--- config.mk ---
export PLATFORM = sky130hd
export DESIGN_NAME = regdeps_scoreboard_flat
export DESIGN_NICKNAME = d
export VERILOG_FILES = /design/src/rtl/regdeps_scoreboard_if.sv /design/src/rtl/regdeps_scoreboard.sv /design/src/flat_wrapper.sv
export SDC_FILE = /design/constraint.sdc
export NUM_CORES = 1
export LEC_CHECK = 0
export CORE_UTILIZATION = 35
export CTS_BUF_LIST = sky130_fd_sc_hd__clkbuf_8
export DETAILED_ROUTE_END_ITERATION = 12
export PLACE_DENSITY = 0.55
export SYNTH_ARGS = -nofsm -noshare
export SYNTH_HDL_FRONTEND = slang
export SYNTH_SLANG_ARGS = --single-unit
--- constraint.sdc ---
create_clock -name clk -period 7.3 [get_ports clk]
set_clock_uncertainty 0.15 [all_clocks]
set_input_delay 1.46 -clock clk [delete_from_list [all_inputs] [get_ports clk]]
set_output_delay 1.46 -clock clk [all_outputs]
set_load 0.02 [all_outputs]
--- src/rtl/regdeps_scoreboard_if.sv ---
// Decode-side bundle for the register dependency scoreboard: issue/writeback
// updates, operand and saturation checks in; stalls, busy map and error flags out.
interface regdeps_scoreboard_if #(
    parameter int NREGS = 32,
    parameter int RN_W  = 5,
    parameter int NGET  = 2,
    parameter int NPUT  = 2,
    parameter int NRD   = 3,
    parameter int TOT_W = 7
);
    logic [NGET-1:0]      get_v;
    logic [NGET*RN_W-1:0] get_name;
    logic [NPUT-1:0]      put_v;
    logic [NPUT*RN_W-1:0] put_name;
    logic [NRD-1:0]       rd_v;
    logic [NRD*RN_W-1:0]  rd_name;
    logic [NRD-1:0]       rd_bypassed;
    logic [NGET-1:0]      wr_chk_v;
    logic [NGET*RN_W-1:0] wr_chk_name;
    logic                 flush;
    logic                 err_clr;
    logic                 stall_raw;
    logic                 stall_sat;
    logic                 stall;
    logic [NREGS-1:0]     busy;
    logic [TOT_W-1:0]     outstanding;
    logic                 err_overflow;
    logic                 err_underflow;

    modport master (
        output get_v, get_name, put_v, put_name, rd_v, rd_name, rd_bypassed,
               wr_chk_v, wr_chk_name, flush, err_clr,
        input  stall_raw, stall_sat, stall, busy, outstanding, err_overflow, err_underflow
    );
    modport slave (
        input  get_v, get_name, put_v, put_name, rd_v, rd_name, rd_bypassed,
               wr_chk_v, wr_chk_name, flush, err_clr,
        output stall_raw, stall_sat, stall, busy, outstanding, err_overflow, err_underflow
    );
endinterface

--- src/rtl/regdeps_scoreboard.sv ---
// Per-register outstanding-writer refcounts with clamped update, RAW and
// write-saturation stall generation, busy map and running outstanding total.
module regdeps_cell #(
    parameter int unsigned REG_ID = 0,
    parameter int RN_W  = 5,
    parameter int CNT_W = 2,
    parameter int NGET  = 2,
    parameter int NPUT  = 2
) (
    input  logic [NGET-1:0]      get_v,
    input  logic [NGET*RN_W-1:0] get_name,
    input  logic [NPUT-1:0]      put_v,
    input  logic [NPUT*RN_W-1:0] put_name,
    input  logic [NGET-1:0]      wr_chk_v,
    input  logic [NGET*RN_W-1:0] wr_chk_name,
    input  logic [CNT_W-1:0]     cnt,
    output logic [CNT_W-1:0]     nxt,
    output logic                 ovf,
    output logic                 unf,
    output logic                 sat
);
    // Signed headroom covers cnt+NGET on top and -NPUT below zero.
    localparam int S_W = CNT_W + $clog2(NGET + NPUT + 1) + 1;
    localparam logic [RN_W-1:0]       ID   = RN_W'(REG_ID);
    localparam logic signed [S_W-1:0] MAXC = S_W'((1 << CNT_W) - 1);
    localparam logic signed [S_W-1:0] ONE  = S_W'(1);

    logic signed [S_W-1:0] inc, dec, chk, base, raw;

    always_comb begin
        inc = '0;
        dec = '0;
        chk = '0;
        for (int i = 0; i < NGET; i++) begin
            if (get_v[i] && get_name[i*RN_W +: RN_W] == ID) inc = inc + ONE;
            if (wr_chk_v[i] && wr_chk_name[i*RN_W +: RN_W] == ID) chk = chk + ONE;
        end
        for (int j = 0; j < NPUT; j++)
            if (put_v[j] && put_name[j*RN_W +: RN_W] == ID) dec = dec + ONE;
        base = S_W'(cnt);
        raw  = base + inc - dec;
        ovf  = raw > MAXC;
        unf  = raw[S_W-1];
        sat  = (base + chk) > MAXC;
        if (ovf)      nxt = MAXC[CNT_W-1:0];
        else if (unf) nxt = '0;
        else          nxt = raw[CNT_W-1:0];
    end
endmodule

module regdeps_scoreboard #(
    parameter int NREGS = 32,
    parameter int RN_W  = 5,
    parameter int CNT_W = 2,
    parameter int NGET  = 2,
    parameter int NPUT  = 2,
    parameter int NRD   = 3,
    parameter int TOT_W = 7
) (
    input logic clk,
    input logic reset_n,
    regdeps_scoreboard_if.slave sb
);
    logic [NREGS-1:0][CNT_W-1:0] cnt, nxt;
    logic [NREGS-1:0]            ovf, unf, sat, busy_nxt, busy_q;
    logic [TOT_W-1:0]            tot_nxt, tot_q;
    logic                        raw_hit, err_ovf_q, err_unf_q;

    // Names outside 0..NREGS-1 match no cell, so they drop out everywhere.
    for (genvar g = 0; g < NREGS; g++) begin : g_reg
        regdeps_cell #(
            .REG_ID(g), .RN_W(RN_W), .CNT_W(CNT_W), .NGET(NGET), .NPUT(NPUT)
        ) u_cell (
            .get_v(sb.get_v), .get_name(sb.get_name),
            .put_v(sb.put_v), .put_name(sb.put_name),
            .wr_chk_v(sb.wr_chk_v), .wr_chk_name(sb.wr_chk_name),
            .cnt(cnt[g]), .nxt(nxt[g]), .ovf(ovf[g]), .unf(unf[g]), .sat(sat[g])
        );
    end

    always_comb begin
        tot_nxt  = '0;
        busy_nxt = '0;
        for (int r = 0; r < NREGS; r++) begin
            tot_nxt     = tot_nxt + TOT_W'(nxt[r]);
            busy_nxt[r] = (nxt[r] != '0);
        end
    end

    // RAW looks only at registered counts; same-cycle writebacks do not help.
    always_comb begin
        raw_hit = 1'b0;
        for (int k = 0; k < NRD; k++)
            if (sb.rd_v[k] && !sb.rd_bypassed[k])
                for (int r = 0; r < NREGS; r++)
                    if (sb.rd_name[k*RN_W +: RN_W] == RN_W'(r) && cnt[r] != '0)
                        raw_hit = 1'b1;
    end

    assign sb.stall_raw     = raw_hit;
    assign sb.stall_sat     = |sat;
    assign sb.stall         = raw_hit | (|sat);
    assign sb.busy          = busy_q;
    assign sb.outstanding   = tot_q;
    assign sb.err_overflow  = err_ovf_q;
    assign sb.err_underflow = err_unf_q;

    always_ff @(posedge clk or negedge reset_n) begin
        if (!reset_n) begin
            cnt       <= '0;
            busy_q    <= '0;
            tot_q     <= '0;
            err_ovf_q <= 1'b0;
            err_unf_q <= 1'b0;
        end else if (sb.flush) begin
            cnt       <= '0;
            busy_q    <= '0;
            tot_q     <= '0;
            err_ovf_q <= err_ovf_q & ~sb.err_clr;
            err_unf_q <= err_unf_q & ~sb.err_clr;
        end else begin
            cnt       <= nxt;
            busy_q    <= busy_nxt;
            tot_q     <= tot_nxt;
            err_ovf_q <= (|ovf) | (err_ovf_q & ~sb.err_clr);
            err_unf_q <= (|unf) | (err_unf_q & ~sb.err_clr);
        end
    end
endmodule
--- src/flat_wrapper.sv ---
// flat-port wrapper written by rule: the top's interface ports become plain ports
module regdeps_scoreboard_flat 
#(
    parameter int NREGS = 32,
    parameter int RN_W  = 5,
    parameter int CNT_W = 2,
    parameter int NGET  = 2,
    parameter int NPUT  = 2,
    parameter int NRD   = 3,
    parameter int TOT_W = 7
)
  (clk, reset_n, sb_get_v, sb_get_name, sb_put_v, sb_put_name, sb_rd_v, sb_rd_name, sb_rd_bypassed, sb_wr_chk_v, sb_wr_chk_name, sb_flush, sb_err_clr, sb_stall_raw, sb_stall_sat, sb_stall, sb_busy, sb_outstanding, sb_err_overflow, sb_err_underflow);
  regdeps_scoreboard_if #(.NREGS(NREGS), .RN_W(RN_W), .NGET(NGET), .NPUT(NPUT), .NRD(NRD), .TOT_W(TOT_W)) sb_i ();
  input logic clk;
  input logic reset_n;
  input wire logic [$bits(sb_i.get_v)-1:0] sb_get_v;
  input wire logic [$bits(sb_i.get_name)-1:0] sb_get_name;
  input wire logic [$bits(sb_i.put_v)-1:0] sb_put_v;
  input wire logic [$bits(sb_i.put_name)-1:0] sb_put_name;
  input wire logic [$bits(sb_i.rd_v)-1:0] sb_rd_v;
  input wire logic [$bits(sb_i.rd_name)-1:0] sb_rd_name;
  input wire logic [$bits(sb_i.rd_bypassed)-1:0] sb_rd_bypassed;
  input wire logic [$bits(sb_i.wr_chk_v)-1:0] sb_wr_chk_v;
  input wire logic [$bits(sb_i.wr_chk_name)-1:0] sb_wr_chk_name;
  input wire logic [$bits(sb_i.flush)-1:0] sb_flush;
  input wire logic [$bits(sb_i.err_clr)-1:0] sb_err_clr;
  output wire logic [$bits(sb_i.stall_raw)-1:0] sb_stall_raw;
  output wire logic [$bits(sb_i.stall_sat)-1:0] sb_stall_sat;
  output wire logic [$bits(sb_i.stall)-1:0] sb_stall;
  output wire logic [$bits(sb_i.busy)-1:0] sb_busy;
  output wire logic [$bits(sb_i.outstanding)-1:0] sb_outstanding;
  output wire logic [$bits(sb_i.err_overflow)-1:0] sb_err_overflow;
  output wire logic [$bits(sb_i.err_underflow)-1:0] sb_err_underflow;
  assign sb_i.get_v = sb_get_v;
  assign sb_i.get_name = sb_get_name;
  assign sb_i.put_v = sb_put_v;
  assign sb_i.put_name = sb_put_name;
  assign sb_i.rd_v = sb_rd_v;
  assign sb_i.rd_name = sb_rd_name;
  assign sb_i.rd_bypassed = sb_rd_bypassed;
  assign sb_i.wr_chk_v = sb_wr_chk_v;
  assign sb_i.wr_chk_name = sb_wr_chk_name;
  assign sb_i.flush = sb_flush;
  assign sb_i.err_clr = sb_err_clr;
  assign sb_stall_raw = sb_i.stall_raw;
  assign sb_stall_sat = sb_i.stall_sat;
  assign sb_stall = sb_i.stall;
  assign sb_busy = sb_i.busy;
  assign sb_outstanding = sb_i.outstanding;
  assign sb_err_overflow = sb_i.err_overflow;
  assign sb_err_underflow = sb_i.err_underflow;
  regdeps_scoreboard #(.NREGS(NREGS), .RN_W(RN_W), .CNT_W(CNT_W), .NGET(NGET), .NPUT(NPUT), .NRD(NRD), .TOT_W(TOT_W)) u_core (.clk(clk), .reset_n(reset_n), .sb(sb_i));
endmodule
Fig. 1: M1 wires
Supply wires on this layer in gray.
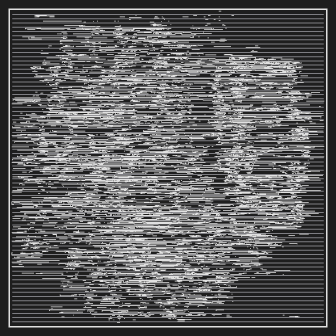
The layer carries 24.0 mm of wire. The layer holds 44% of the routed length. The wires run mostly horizontal.

==> flow_metrics.env <==
# physical design summary
export IMPL_fin_area_sq_um=19600
export IMPL_nonClkBufAreaFrac_pct=18.3
export IMPL_path_clk_slew_ps=110
export IMPL_cts_sinks=105
export IMPL_largest_area_cell="ha_1"
export IMPL_die_w_microns=204
export IMPL_nWellTaps=525
export IMPL_flop_count=105
export IMPL_simple_gate_area_share_pct=21.7
export IMPL_route_top_layer_used="met4"
export IMPL_placedCellCount=2511
export IMPL_crit_fanout=3
export IMPL_fillCellCount=3817
export IMPL_cp_slowest_stage_delay_ps=550
export IMPL_seq_area_sq_um=2630
export IMPL_cpLargestDelayFamily="adder cells"
export IMPL_grt_pass1_wl_microns=83000
export IMPL_cts_tree="done"
export IMPL_wl_met3_microns=3200
export IMPL_grt_busiest_layer="met2"
export IMPL_cap_violations=0
export IMPL_largest_register_ffs=64
export IMPL_antenna_found_initial=0
export IMPL_setup_slack_ps=-1400
export IMPL_cts_resized=293
export IMPL_holdCritStartpoint="u_core.sb.err_overflow$_DFF_PN0_"
export IMPL_drt_first_pass_iters=5
export IMPL_min_period_ps=8700
export IMPL_critPathBufInv=5
export IMPL_cts_buffers=9
export IMPL_crit_top_cell="fa_1"
export IMPL_synth_cells=1658
export IMPL_end_kind="flip-flop"
export IMPL_grt_overflow=0
export IMPL_drtIter0Drc=1110
export IMPL_critPathSlowestCell="fa_1"
export IMPL_gp_congestion=0.970
export IMPL_io_buffers=104
export IMPL_wl_met1_microns=24000
export IMPL_htreeDepth=3
export IMPL_gr_usage_met3_pct=3.44
export IMPL_whs_ps=402
export IMPL_topCellsByArea="ha_1, dfrtp_1, fa_1"
export IMPL_path_depth=28
export IMPL_setup_viol=7
export IMPL_violations="setup timing"
export IMPL_insertion_delay_ps=470
export IMPL_arrival_ps=8890
export IMPL_rows=73
export IMPL_core_sq_um=40000
export IMPL_ys_sh_aoi_pct=9.83
export IMPL_ys_sh_adder_pct=40.5
export IMPL_areaGrowthSynthToFinish_pct=37.0
export IMPL_hold_class="reg -> reg"
export IMPL_worst_pin_slew_ps=785
export IMPL_critPathLaunch="sb_put_name[2]"
export IMPL_hold_buffers=0
export IMPL_n_antenna_cell=0
export IMPL_ios=105
export IMPL_dpl_hpwl_microns=46400
export IMPL_status="complete, but fails checks"
export IMPL_xor_share_pct=0.245
export IMPL_nClkBuffers=12
export IMPL_mux_share_pct=0.315
export IMPL_min_to="u_core.sb.err_overflow$_DFF_PN0_"
export IMPL_reg2reg_to="u_core.sb.outstanding[5]$_DFF_PN0_"
export IMPL_dieHeight_microns=204
Fig. 2: met2 routing
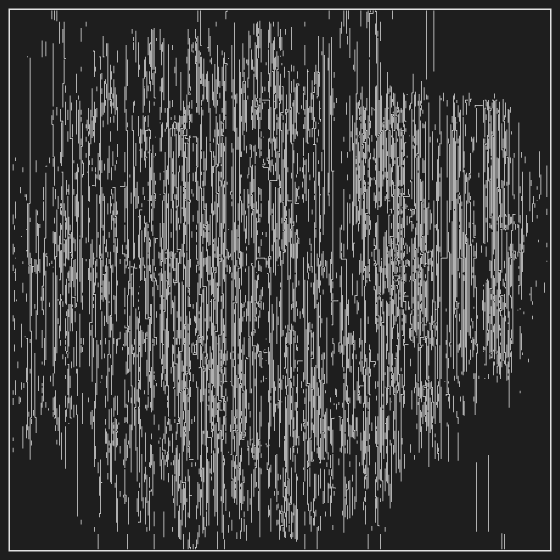
2133 nets have wire on it. The longest straight run is 87.4 microns.
met2 Use GR: 45.3%
total vias in the final route: 13500
total wire length: 54900 microns

